The metal 1 layer:
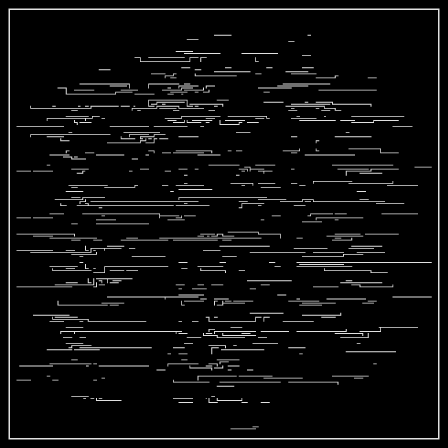
Metal 2:
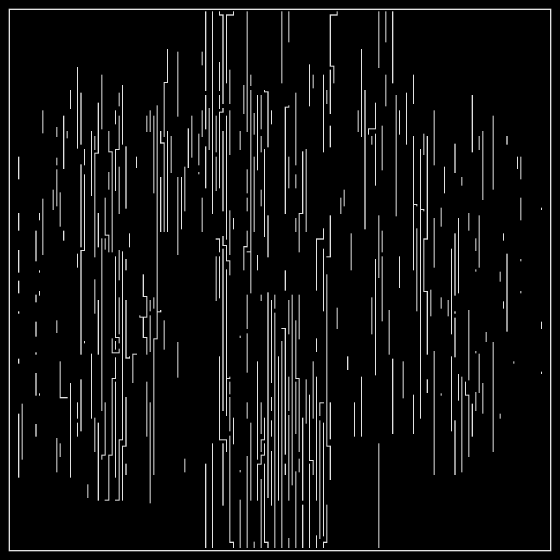
==> src/rtl/mem_port_arbiter_pkg.sv <==
// Shared definitions for the two-port data memory arbiter: FSM encoding,
// requester port identifiers and default bus widths.
package mem_port_arbiter_pkg;

    localparam int DEFAULT_AW = 8;
    localparam int DEFAULT_DW = 8;

    localparam logic PORT_FETCH = 1'b0;
    localparam logic PORT_LS    = 1'b1;

    typedef enum logic [1:0] {
        IDLE  = 2'd0,
        ISSUE = 2'd1,
        RESP  = 2'd2
    } state_e;

endpackage

==> src/rtl/mem_port_arbiter_rr.sv <==
// Two-input round-robin select; the last_grant register only moves when the
// caller actually takes the grant, so an unused decision does not rotate priority.
module rr_arbiter2
    import mem_port_arbiter_pkg::*;
(
    input  logic       clk_i,
    input  logic       rst_ni,
    input  logic [1:0] req_i,
    input  logic       advance_i,
    output logic       winner_o,
    output logic       grant_valid_o
);

    logic last_grant_q, last_grant_d;

    always_comb begin
        grant_valid_o = |req_i;
        if (&req_i) begin
            winner_o = ~last_grant_q;
        end else if (req_i[1]) begin
            winner_o = PORT_LS;
        end else begin
            winner_o = PORT_FETCH;
        end
        last_grant_d = advance_i ? winner_o : last_grant_q;
    end

    // Starting from the load/store side makes fetch win the first tie.
    always_ff @(posedge clk_i or negedge rst_ni) begin
        if (!rst_ni) begin
            last_grant_q <= PORT_LS;
        end else begin
            last_grant_q <= last_grant_d;
        end
    end

endmodule

==> src/rtl/mem_port_arbiter.sv <==
// Round-robin sequencer for the shared single-port data memory: latches one
// request at a time, issues exactly one memory command and returns read data.
module mem_port_arbiter
    import mem_port_arbiter_pkg::*;
#(
    parameter int AW = DEFAULT_AW,
    parameter int DW = DEFAULT_DW
) (
    input  logic          clk,
    input  logic          rst,
    input  logic          req0,
    input  logic          we0,
    input  logic [AW-1:0] addr0,
    input  logic [DW-1:0] wdata0,
    output logic          ack0,
    output logic          rvalid0,
    output logic [DW-1:0] rdata0,
    input  logic          req1,
    input  logic          we1,
    input  logic [AW-1:0] addr1,
    input  logic [DW-1:0] wdata1,
    output logic          ack1,
    output logic          rvalid1,
    output logic [DW-1:0] rdata1,
    output logic [AW-1:0] mem_addr,
    output logic [DW-1:0] mem_wdata,
    output logic          mem_rd_en,
    output logic          mem_wr_en,
    input  logic [DW-1:0] mem_rdata
);

    state_e        state_q, state_d;
    logic          id_q, id_d;
    logic          we_q, we_d;
    logic [AW-1:0] addr_q, addr_d;
    logic [DW-1:0] wdata_q, wdata_d;
    logic          ack0_q, ack0_d, ack1_q, ack1_d;
    logic          rd_en_q, rd_en_d, wr_en_q, wr_en_d;
    logic          rvalid0_q, rvalid0_d, rvalid1_q, rvalid1_d;
    logic [DW-1:0] rdata0_q, rdata0_d, rdata1_q, rdata1_d;

    logic winner, grantValid, advance, selWe;

    // Requests are only presented to the arbiter in IDLE, so a request still
    // held during ISSUE/RESP can never be granted twice.
    rr_arbiter2 u_rr (
        .clk_i        (clk),
        .rst_ni       (rst),
        .req_i        ({req1 & (state_q == IDLE), req0 & (state_q == IDLE)}),
        .advance_i    (advance),
        .winner_o     (winner),
        .grant_valid_o(grantValid)
    );

    assign selWe = (winner == PORT_LS) ? we1 : we0;

    // Outputs are computed for the next cycle so that every port is a flop.
    always_comb begin
        state_d   = state_q;
        id_d      = id_q;
        we_d      = we_q;
        addr_d    = addr_q;
        wdata_d   = wdata_q;
        ack0_d    = 1'b0;
        ack1_d    = 1'b0;
        rd_en_d   = 1'b0;
        wr_en_d   = 1'b0;
        rvalid0_d = 1'b0;
        rvalid1_d = 1'b0;
        rdata0_d  = rdata0_q;
        rdata1_d  = rdata1_q;
        advance   = 1'b0;
        case (state_q)
            IDLE: begin
                if (grantValid) begin
                    advance = 1'b1;
                    id_d    = winner;
                    we_d    = selWe;
                    addr_d  = (winner == PORT_LS) ? addr1 : addr0;
                    wdata_d = (winner == PORT_LS) ? wdata1 : wdata0;
                    ack0_d  = (winner == PORT_FETCH);
                    ack1_d  = (winner == PORT_LS);
                    wr_en_d = selWe;
                    rd_en_d = ~selWe;
                    state_d = ISSUE;
                end
            end
            ISSUE: begin
                state_d = we_q ? IDLE : RESP;
            end
            RESP: begin
                if (id_q == PORT_LS) begin
                    rdata1_d  = mem_rdata;
                    rvalid1_d = 1'b1;
                end else begin
                    rdata0_d  = mem_rdata;
                    rvalid0_d = 1'b1;
                end
                state_d = IDLE;
            end
            default: begin
                state_d = IDLE;
            end
        endcase
    end

    always_ff @(posedge clk or negedge rst) begin
        if (!rst) begin
            state_q   <= IDLE;
            id_q      <= PORT_FETCH;
            we_q      <= 1'b0;
            addr_q    <= '0;
            wdata_q   <= '0;
            ack0_q    <= 1'b0;
            ack1_q    <= 1'b0;
            rd_en_q   <= 1'b0;
            wr_en_q   <= 1'b0;
            rvalid0_q <= 1'b0;
            rvalid1_q <= 1'b0;
            rdata0_q  <= '0;
            rdata1_q  <= '0;
        end else begin
            state_q   <= state_d;
            id_q      <= id_d;
            we_q      <= we_d;
            addr_q    <= addr_d;
            wdata_q   <= wdata_d;
            ack0_q    <= ack0_d;
            ack1_q    <= ack1_d;
            rd_en_q   <= rd_en_d;
            wr_en_q   <= wr_en_d;
            rvalid0_q <= rvalid0_d;
            rvalid1_q <= rvalid1_d;
            rdata0_q  <= rdata0_d;
            rdata1_q  <= rdata1_d;
        end
    end

    assign ack0      = ack0_q;
    assign ack1      = ack1_q;
    assign rvalid0   = rvalid0_q;
    assign rvalid1   = rvalid1_q;
    assign rdata0    = rdata0_q;
    assign rdata1    = rdata1_q;
    assign mem_addr  = addr_q;
    assign mem_wdata = wdata_q;
    assign mem_rd_en = rd_en_q;
    assign mem_wr_en = wr_en_q;

endmodule
==> config.mk <==
export PLATFORM = sky130hd
export DESIGN_NAME = mem_port_arbiter
export DESIGN_NICKNAME = d
export VERILOG_FILES = /design/src/rtl/mem_port_arbiter_pkg.sv /design/src/rtl/mem_port_arbiter_rr.sv /design/src/rtl/mem_port_arbiter.sv
export SDC_FILE = /design/constraint.sdc
export NUM_CORES = 1
export LEC_CHECK = 0
export CORE_MARGIN = 3
export CORE_UTILIZATION = 40
export CTS_CLUSTER_DIAMETER = 50
export DETAILED_ROUTE_END_ITERATION = 8
export GPL_ROUTABILITY_DRIVEN = 0
export PLACE_DENSITY = 0.81
export SLEW_MARGIN = 10
export SYNTH_ARGS = -nofsm -noshare
export SYNTH_HDL_FRONTEND = slang
export SYNTH_SLANG_ARGS = --single-unit
==> constraint.sdc <==
create_clock -name clk -period 1.5 [get_ports clk]
set_input_delay 0.225 -clock clk [delete_from_list [all_inputs] [get_ports clk]]
set_output_delay 0.225 -clock clk [all_outputs]
set_load 0.03 [all_outputs]
==> results.tsv <==
metric	value	unit
status	complete, no violations	
EDFF count, synth	0	
clock group power	0.00103	W
most numerous logic cell after layout	clkdlybuf4s50_1	
invs w/o clock	3	
Period minus WS final	1.395	ns
DRC	0	
cts repair resizes	38	
Combinational Power	0.00307	W
relative slew slack	0.7253	
critical path's largest stage delay	0.38	ns
slack of the worst reg-to-reg path	0.11	ns
Max-cap violations	0	
Seq area share	0.3858	
# clk buffers	6	
critical path depth	5	
Cell Type Count	29	
placed cell count	261	
Die Span Y	71.73	um
worst-margin pin slew	0.4121	ns
register share after synthesis	0.6235	
Slew Limit Fails	0	
share of cells above drive strength 1	0.2591	
Hold Violations, Final	0	
FF-to-FF path depth	5	
Pwr top	combinational cells	
Final Hold Slack	0.3946	ns
DIE WIDTH	71.73	um
Max Used Layer	met4	
filler cell count	301	
Notes on 'the metal 1 layer' above:
main direction	horizontal
share of all routed wire	37%
wire length on this layer	1590 um
nets with wire on the layer	219

Notes on 'metal 2' above:
main direction	vertical
nets with wire on the layer	244
wire length on this layer	2230 um
share of all routed wire	52%
longest straight run	35.7 um

Power and IR drop assume default switching activity.
